### src/rtl/seven_seg_scan.sv
`default_nettype none
// ============================================================================
// Module   : seven_seg_scan
// Brief    : 4-digit common-anode display scanner with frame-aligned
//            double buffering, dead time and leading-zero blanking.
// Revision : 1.0 - initial release
// ============================================================================
module seven_seg_scan #(
  parameter int CLK_DIV = 100000,
  parameter int DEAD    = 2000
) (
  input  logic        clk,
  input  logic        reset,
  input  logic [15:0] value,
  input  logic        load,
  input  logic        blank_lz,
  input  logic [3:0]  digit_en,
  input  logic [3:0]  dp_in,
  output logic [3:0]  hex_out,
  output logic [3:0]  disp_select,
  output logic        dp_out,
  output logic        frame_done
);

  localparam int                c_PC_W    = (CLK_DIV > 1) ? $clog2(CLK_DIV) : 1;
  localparam logic [c_PC_W-1:0] c_PC_LAST = c_PC_W'(CLK_DIV - 1);

  logic [c_PC_W-1:0] r_pc;
  logic [1:0]        r_digit;
  logic [15:0]       r_pending;
  logic [15:0]       r_active;

  logic              w_slotEnd;
  logic              w_frameEnd;
  logic [3:0]        w_nibble;
  logic              w_live;
  logic              w_upperZero;
  logic              w_lit;
  logic [3:0]        w_sel;

  assign w_slotEnd  = (r_pc == c_PC_LAST);
  assign w_frameEnd = w_slotEnd && (r_digit == 2'd3);
  assign w_nibble   = r_active[{r_digit, 2'b00} +: 4];

  // The slot is dark during its first DEAD cycles; DEAD=0 removes the compare.
  generate
    if (DEAD == 0) begin : g_noDead
      assign w_live = 1'b1;
    end else begin : g_dead
      localparam logic [c_PC_W-1:0] c_DEAD = c_PC_W'(DEAD);
      assign w_live = (r_pc >= c_DEAD);
    end
  endgenerate

  // Digit k is a leading zero when every nibble from k upward is zero.
  always_comb begin
    w_upperZero = 1'b0;
    case (r_digit)
      2'd0:    w_upperZero = 1'b0;
      2'd1:    w_upperZero = (r_active[15:4]  == 12'h000);
      2'd2:    w_upperZero = (r_active[15:8]  == 8'h00);
      default: w_upperZero = (r_active[15:12] == 4'h0);
    endcase
  end

  assign w_lit = w_live && digit_en[r_digit] && !(blank_lz && w_upperZero);
  assign w_sel = w_lit ? ~(4'b0001 << r_digit) : 4'b1111;

  always_ff @(posedge clk or posedge reset) begin
    if (reset) begin
      r_pc        <= '0;
      r_digit     <= 2'd0;
      r_pending   <= 16'h0000;
      r_active    <= 16'h0000;
      hex_out     <= 4'h0;
      disp_select <= 4'b1111;
      dp_out      <= 1'b1;
      frame_done  <= 1'b0;
    end else begin
      r_pc <= w_slotEnd ? '0 : r_pc + 1'b1;
      if (w_slotEnd) begin
        r_digit <= r_digit + 2'd1;
      end
      if (load) begin
        r_pending <= value;
      end
      // A load on the boundary edge bypasses the pending buffer.
      if (w_frameEnd) begin
        r_active <= load ? value : r_pending;
      end
      hex_out     <= w_nibble;
      disp_select <= w_sel;
      dp_out      <= ~(dp_in[r_digit] & w_lit);
      frame_done  <= w_frameEnd;
    end
  end

endmodule
`default_nettype wire

### config.mk
export PLATFORM = sky130hd
export DESIGN_NAME = seven_seg_scan
export DESIGN_NICKNAME = d
export VERILOG_FILES = /design/src/rtl/seven_seg_scan.sv
export SDC_FILE = /design/constraint.sdc
export NUM_CORES = 1
export LEC_CHECK = 0
export CORE_MARGIN = 10
export CORE_UTILIZATION = 25
export DETAILED_ROUTE_END_ITERATION = 7
export MAX_ROUTING_LAYER = met4
export SLEW_MARGIN = 20
export SYNTH_ARGS = -nofsm -noshare
export SYNTH_HDL_FRONTEND = slang
export SYNTH_SLANG_ARGS = --single-unit
### constraint.sdc
create_clock -name clk -period 2.1 [get_ports clk]
set_input_delay 0.42 -clock clk [delete_from_list [all_inputs] [get_ports clk]]
set_output_delay 0.42 -clock clk [all_outputs]
set_load 0.1 [all_outputs]
==> out/results.ini, run 1 <==
[cells_and_area]
nets=297
largest-register=r_pc
logic_gate_count=125
drive_gt1_frac=0.382
logic_area_sq_um=1160
mostFrequentLayoutCell=sky130_fd_sc_hd__dfrtp_1
register_area_sq_um=1540
lay_top_cells=sky130_fd_sc_hd__dfrtp_1 (54), sky130_fd_sc_hd__buf_4 (28), sky130_fd_sc_hd__clkdlybuf4s50_1 (27)
syn2layout_area_growth_pct=34.6
fraction_of_standard_cell_area_in_multi_input_logic=0.316

[floorplanning]
chipHeight_microns=125
horizontal_die_dimension_microns=125
full_die_area_sq_um=15500

[routing]
drt_iter0_drc=56
drcViolationCount=0
ant_nets=0

[power]
power.net_switching_mw=0.512
seq_power_mw=1.21

[cts]
clock_sink_count=61
numCtsBuffers=9
cts_tree=done

[logic_synthesis]
synthFlopType=sky130_fd_sc_hd__dfrtp_1
synth_top_cell_by_area=sky130_fd_sc_hd__dfrtp_1
asyncSetResetFlopFracSynth=1.00
synth.yosys.num_cells=197
post_synth_most_frequent_cells=sky130_fd_sc_hd__dfrtp_1 (56), sky130_fd_sc_hd__mux2_2 (23), sky130_fd_sc_hd__nand3_1 (12), sky130_fd_sc_hd__nor2_1 (11), sky130_fd_sc_hd__mux2_4 (10)
ys_chip_area_sq_um=2730
yosys_warnings=0

[flow_run]
max-cap-violations=0

[setup_path]
critical_path_class=flop to flop
r2r_start=r_pc[6]
r2r_cells=6
worst_setup_path_startpoint=r_pc[6]
timing.critical_path.arrival_ns=2.25
critical-path-slowest-cell=sky130_fd_sc_hd__or4_4
critical_path.reg2reg.endpoint=r_active[4]
worst_setup_path_end_kind=flop
worst_setup_path_start_kind=flop
timing.critical_path.max_delay_family=simple AND/OR/NAND/NOR gates
critical_path.endpoint=r_active[4]

[hold_path]
min_path_type=input port to asynchronous set/reset pin

[global_route]
grt_antenna_before_repair=0

[sta]
timing.hold.ws_ns=0.323
time_the_worst_path_needs_with_i_o_delays_and_setup_ns=2.02

[place]
placement.setup.worst_slack_ns=0.0600
place_area_sq_um=3430

[outcome]
status=complete, no violations

[run 1: kinds of logic after synthesis]
| family | Yosys count | share of synthesized area |
|---|---|---|
| DFF | 61 | 0.561 |
| muxes | 39 | 0.199 |
| adders and majority gates | 7 | 0.0321 |
| buffers and inverters | 11 | 0.0192 |
| and+or+nand+nor | 59 | 0.128 |
| AOI/OAI and AO/OA | 6 | 0.0151 |
| xor gates and xnor gates | 14 | 0.0449 |
[run 1: timing repair]
item                       in CTS  in global routing
resized                         0                  0
buffers inserted                0                  1
setup endpoints to repair       0                  6
hold buffers                    0                  0
[run 1: layer usage]
metal  vias up  routed length [microns]  global-route usage
li1        844                        -                   -
met1       851                     2790               0.102
met2        38                     2780               0.120
met3        11                      169              0.0166
met5         -                        0                   -
met4         0                       91              0.0514
==> run_1/cell_classes.png <==
Fill, decap, tap and diode cells in gray.
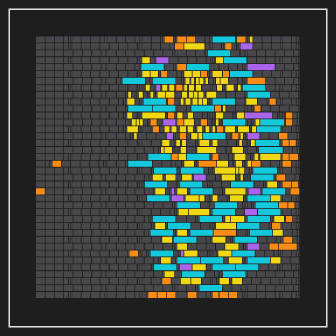
- all other logic: yellow (cells 131; share of their area 34%)
- other buffers and delay cells: orange (cells 59; share of their area 16%)
- clock drivers and dummy loads: purple (cells 16; share of their area 6.2%)
- flip-flops: cyan (cells 61; share of their area 44%)
Core Box Area: 10700 sq um
total number of placement rows: 38

==> run_1/port_nets.png <==
Bar = 20 microns.
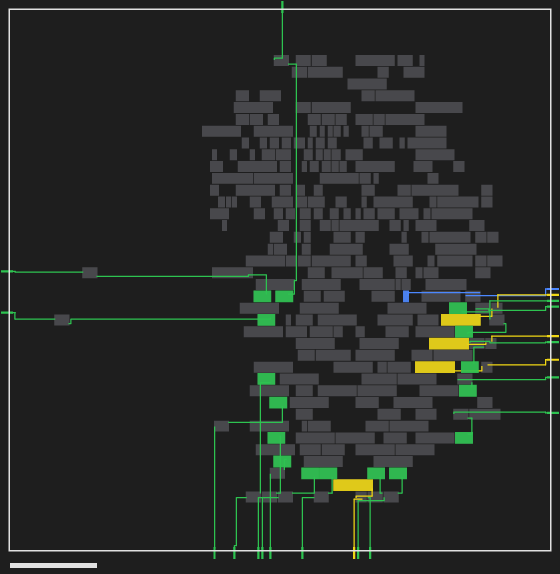
- hex_out: yellow (direction output; edge 3 right, 1 bottom; end cells 4; buffers 4; wire 78.1 microns)
- value: green (direction input; edge 8 bottom, 5 right, 2 left, 1 top; end cells 16; buffers 16; wire 532 microns)
- blank_lz: blue (direction input; edge right; end cells 1; buffers 1; wire 37.4 microns)
count of buffers inserted at the top-level ports: 37
I/O Pins: 38

==> run_1/final_placement.png <==
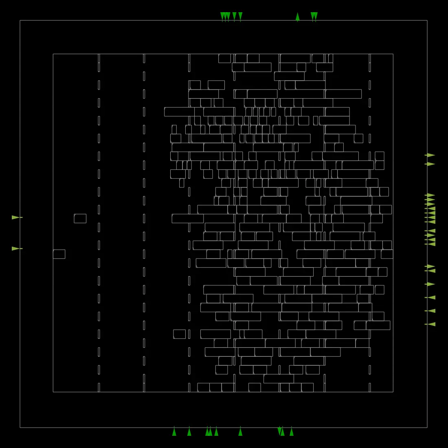
fraction of area in registers: 0.418
FF+latch count: 61
number of non-filler instances in the completed layout: 407
final core utilization: 0.342
Filler Cells Inserted: 1092

==> run 1 -> run 2 <==
--- a/config.mk
+++ b/config.mk
@@ -5,6 +5,7 @@
 export SDC_FILE = /design/constraint.sdc
 export NUM_CORES = 1
 export LEC_CHECK = 0
+export CAP_MARGIN = 20
 export CORE_MARGIN = 10
 export CORE_UTILIZATION = 25
 export DETAILED_ROUTE_END_ITERATION = 7
==> run_2/final_placement.png <==
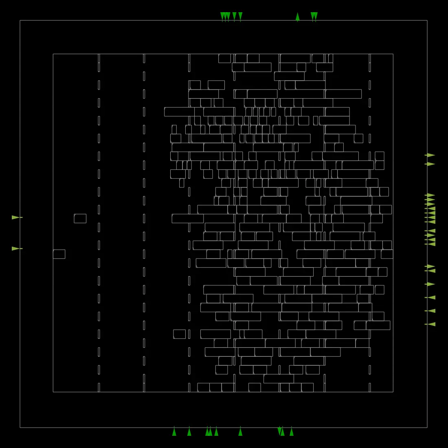
well tap count: 140

==> run_2/metal_stack.png <==
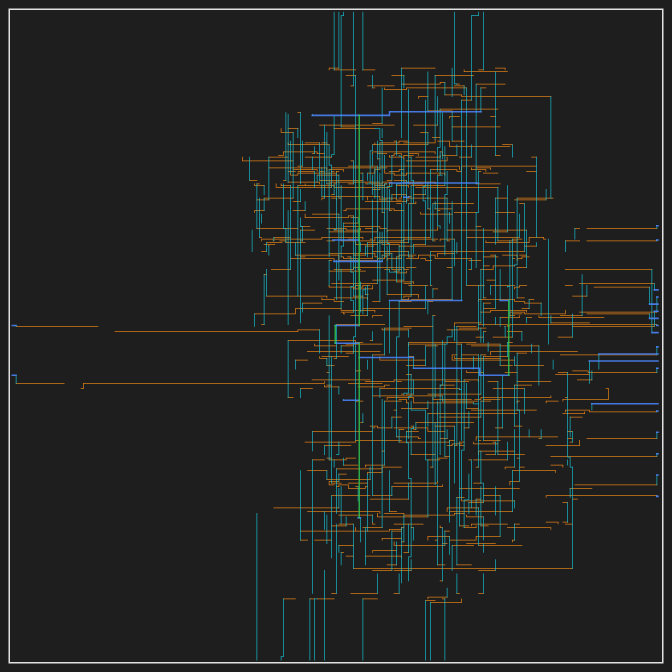
- met2: cyan (wire length 2780 microns)
- met4: green (wire length 91.1 microns)
- met3: blue (wire length 169 microns)
- met1: orange (wire length 2790 microns)
total vias in the final route: 1744
Avg WL per Cell: 14.3 microns
total wire length: 5830 microns
total global routing track utilization: 0.0823

==> run 2 against run 1 <==
  * First-iteration DRC count did not move
  * Clock skew did not move
  * Area after synthesis did not move
  * Critical path type unchanged
  * Critical endpoint unchanged
  * Highest routed layer unchanged
==> out/results.ini, run 2 <==
[setup_path]
timing.critical_path.arrival_ns=2.25
r2r_start=r_pc[6]
critical_path.endpoint=r_active[4]
worst_setup_path_startpoint=r_pc[6]
critical_path.reg2reg.endpoint=r_active[4]
critical_path_class=flop to flop

[cells_and_area]
stdcell_count=407
lay_top_cells=sky130_fd_sc_hd__dfrtp_1 (54), sky130_fd_sc_hd__buf_4 (28), sky130_fd_sc_hd__clkdlybuf4s50_1 (27)
sh_seq_area=0.418
fraction_of_standard_cell_area_in_multi_input_logic=0.316
nFillCells=1092
logic_gate_count=125
register_area_sq_um=1540
mostFrequentLayoutCell=sky130_fd_sc_hd__dfrtp_1

[cts]
numCtsBuffers=9
post-cts-setup-buffers=0
cts_tree=done
hold_buffers=0
postCtsResizedCells=0

[routing]
highest_layer=met4
dr_wl_met2_microns=2780
ant_nets=0

[logic_synthesis]
synth.cellmix.xorXnorShare=0.0449
ys_sh_simple=0.128
synthFlopType=sky130_fd_sc_hd__dfrtp_1
yosys_warnings=0
synth.mux.area_fraction=0.199
topCombFamilyByArea=multiplexers

[sta]
time_the_worst_path_needs_with_i_o_delays_and_setup_ns=2.02
timing.hold.ws_ns=0.323

[outcome]
status=complete, no violations

[global_route]
grtUsageMet3=0.0166

[floorplanning]
core-area_sq_um=10700
horizontal_die_dimension_microns=125
num_rows=38

[hold_path]
min_path_type=input port to asynchronous set/reset pin

[place]
place_area_sq_um=3430
port-buffer-count=37
placement.setup.worst_slack_ns=0.0600

[flow_run]
max-cap-violations=0

==> run_2/port_nets.png <==
Bar = 20 microns.
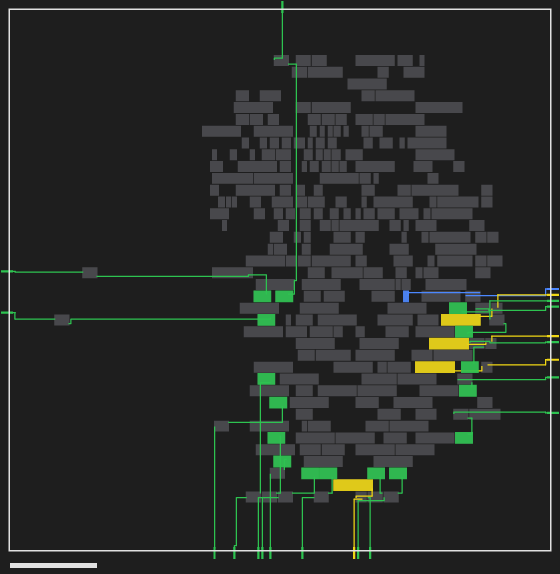
- blank_lz: blue (direction input; edge right; end cells 1; buffers 1; wire 37.4 microns)
- hex_out: yellow (direction output; edge 3 right, 1 bottom; end cells 4; buffers 4; wire 78.1 microns)
- value: green (direction input; edge 8 bottom, 5 right, 2 left, 1 top; end cells 16; buffers 16; wire 532 microns)

==> run 2: power groups by stage <==
stage	registers (mW)	logic, mW	clock network [mW]
6_report	1.21	0.137	1.15
5_1_grt	1.22	0.152	1.23
4_1_cts	1.21	0.142	1.18
3_5_place_dp	1.23	0.141	0
3_3_place_gp	1.23	0.140	0
2_1_floorplan	1.23	0.0641	0
==> run 2: critical path: stages (launching register included) <==
cell and delay (ns):
sky130_fd_sc_hd__dfrtp_1 0.38, sky130_fd_sc_hd__nand2b_1 0.15, sky130_fd_sc_hd__or4_4 0.52, sky130_fd_sc_hd__nor4_4 0.21
sky130_fd_sc_hd__buf_4 0.18, sky130_fd_sc_hd__clkbuf_16 0.16, sky130_fd_sc_hd__mux2_4 0.30
==> run 2 -> run 3 <==
--- a/config.mk
+++ b/config.mk
@@ -10,7 +10,6 @@
 export CORE_UTILIZATION = 25
 export DETAILED_ROUTE_END_ITERATION = 7
 export MAX_ROUTING_LAYER = met4
-export SLEW_MARGIN = 20
 export SYNTH_ARGS = -nofsm -noshare
 export SYNTH_HDL_FRONTEND = slang
 export SYNTH_SLANG_ARGS = --single-unit
==> run_3/drive_strength.png <==
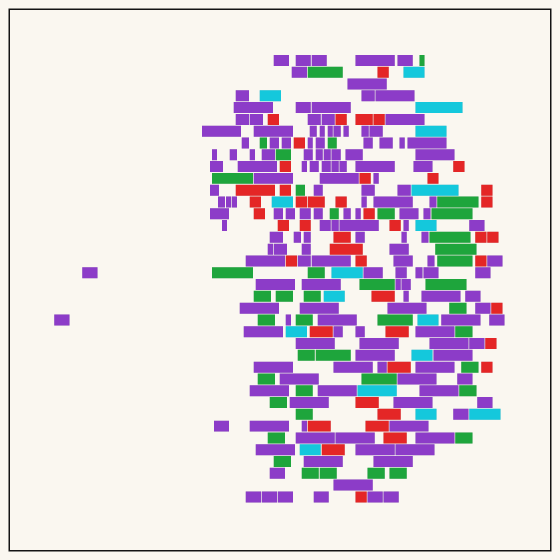
- drive 2: green (cells 42; share 16%)
- drive 1 or less: purple (cells 165; share 62%)
- drive 6 and up: cyan (cells 16; share 6.0%)
- drive 3 to 4: red (cells 44; share 16%)
count of buffers not belonging to the clock network in the layout: 59
Post-Layout Inst Area: 3680 sq um
Final Worst Setup Slack: 0.0780 ns
layout overhead on the synthesized area: 34.6%

==> run_3/cell_classes.png <==
Fill, decap, tap and diode cells in gray.
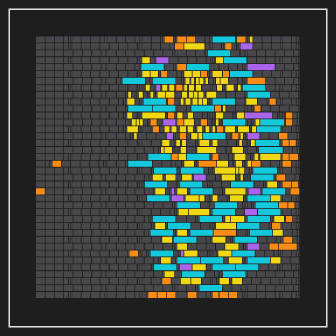

==> run 3 against run 2 <==
  * Clock-buffer cell count unchanged
  * Global-route usage unchanged
  * Worst setup slack unchanged
  * Utilization unchanged
  * Clock power about the same
  * Largest cell class unchanged
  * Highest routed layer unchanged
==> out/results.ini, run 3 <==
[routing]
dr_wl_met2_microns=2780
drcViolationCount=0
dr_total_vias=1744
detailed_routing_wirelength_on_met1_microns=2790
ant_nets=0
drt_iter0_drc=56
avgRoutedWirePerCell_microns=14.3
met3_wirelength_microns=169

[global_route]
groute.usage.overall=0.0823
grtUsageMet3=0.0166
groute.layer.met2.usage=0.120
grt_antenna_before_repair=0
grt_use_met1=0.102

[floorplanning]
num_rows=38
top_level_ports=38
full_die_area_sq_um=15500
chipHeight_microns=125

[power]
pwr.group.combinational_mw=0.137
power.net_switching_mw=0.512
top_power_group=registers
seq_power_mw=1.21

[logic_synthesis]
yosys_warnings=0
synth_top_cell_by_area=sky130_fd_sc_hd__dfrtp_1
ys_chip_area_sq_um=2730
synth.cellmix.compoundShare=0.0151

[cells_and_area]
drive_gt1_frac=0.382

[setup_path]
critical-path-slowest-cell=sky130_fd_sc_hd__or4_4
critical_path.reg2reg.endpoint=r_active[4]
worst_setup_path_end_kind=flop
critical_path.endpoint=r_active[4]
worst_setup_path_start_kind=flop
worst_setup_path_startpoint=r_pc[6]

[cts]
hold_buffers=0
clock_sink_count=61

[place]
port-buffer-count=37
placement.setup.worst_slack_ns=0.0600

[outcome]
status=complete, no violations

==> run_3/final_placement.png <==
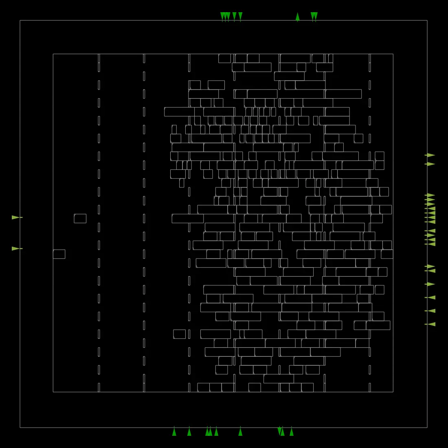

==> run 3: cell type report <==
| type | instances | area [sq um] |
|---|---|---|
| Fill cell | 1092 | 7070 |
| Clock buffer | 12 | 145 |
| Timing Repair Buffer | 59 | 566 |
| Multi-Input combinational cell | 125 | 1160 |
| Sequential cell | 61 | 1540 |
| Tap cell | 140 | 175 |
| Clock inverter | 4 | 72.6 |
| Inverter | 6 | 22.5 |
==> run 3: kinds of logic (layout without fill, tap and decap cells) <==
kind of cell	after synthesis	count (layout)
DFF	61	61
and+or+nand+nor	59	59
muxes	39	39
xor gates and xnor gates	14	14
buffers and inverters	11	81
adders and majority gates	7	7
AOI/OAI and AO/OA	6	6
Power is estimated from default activity; no workload was simulated.
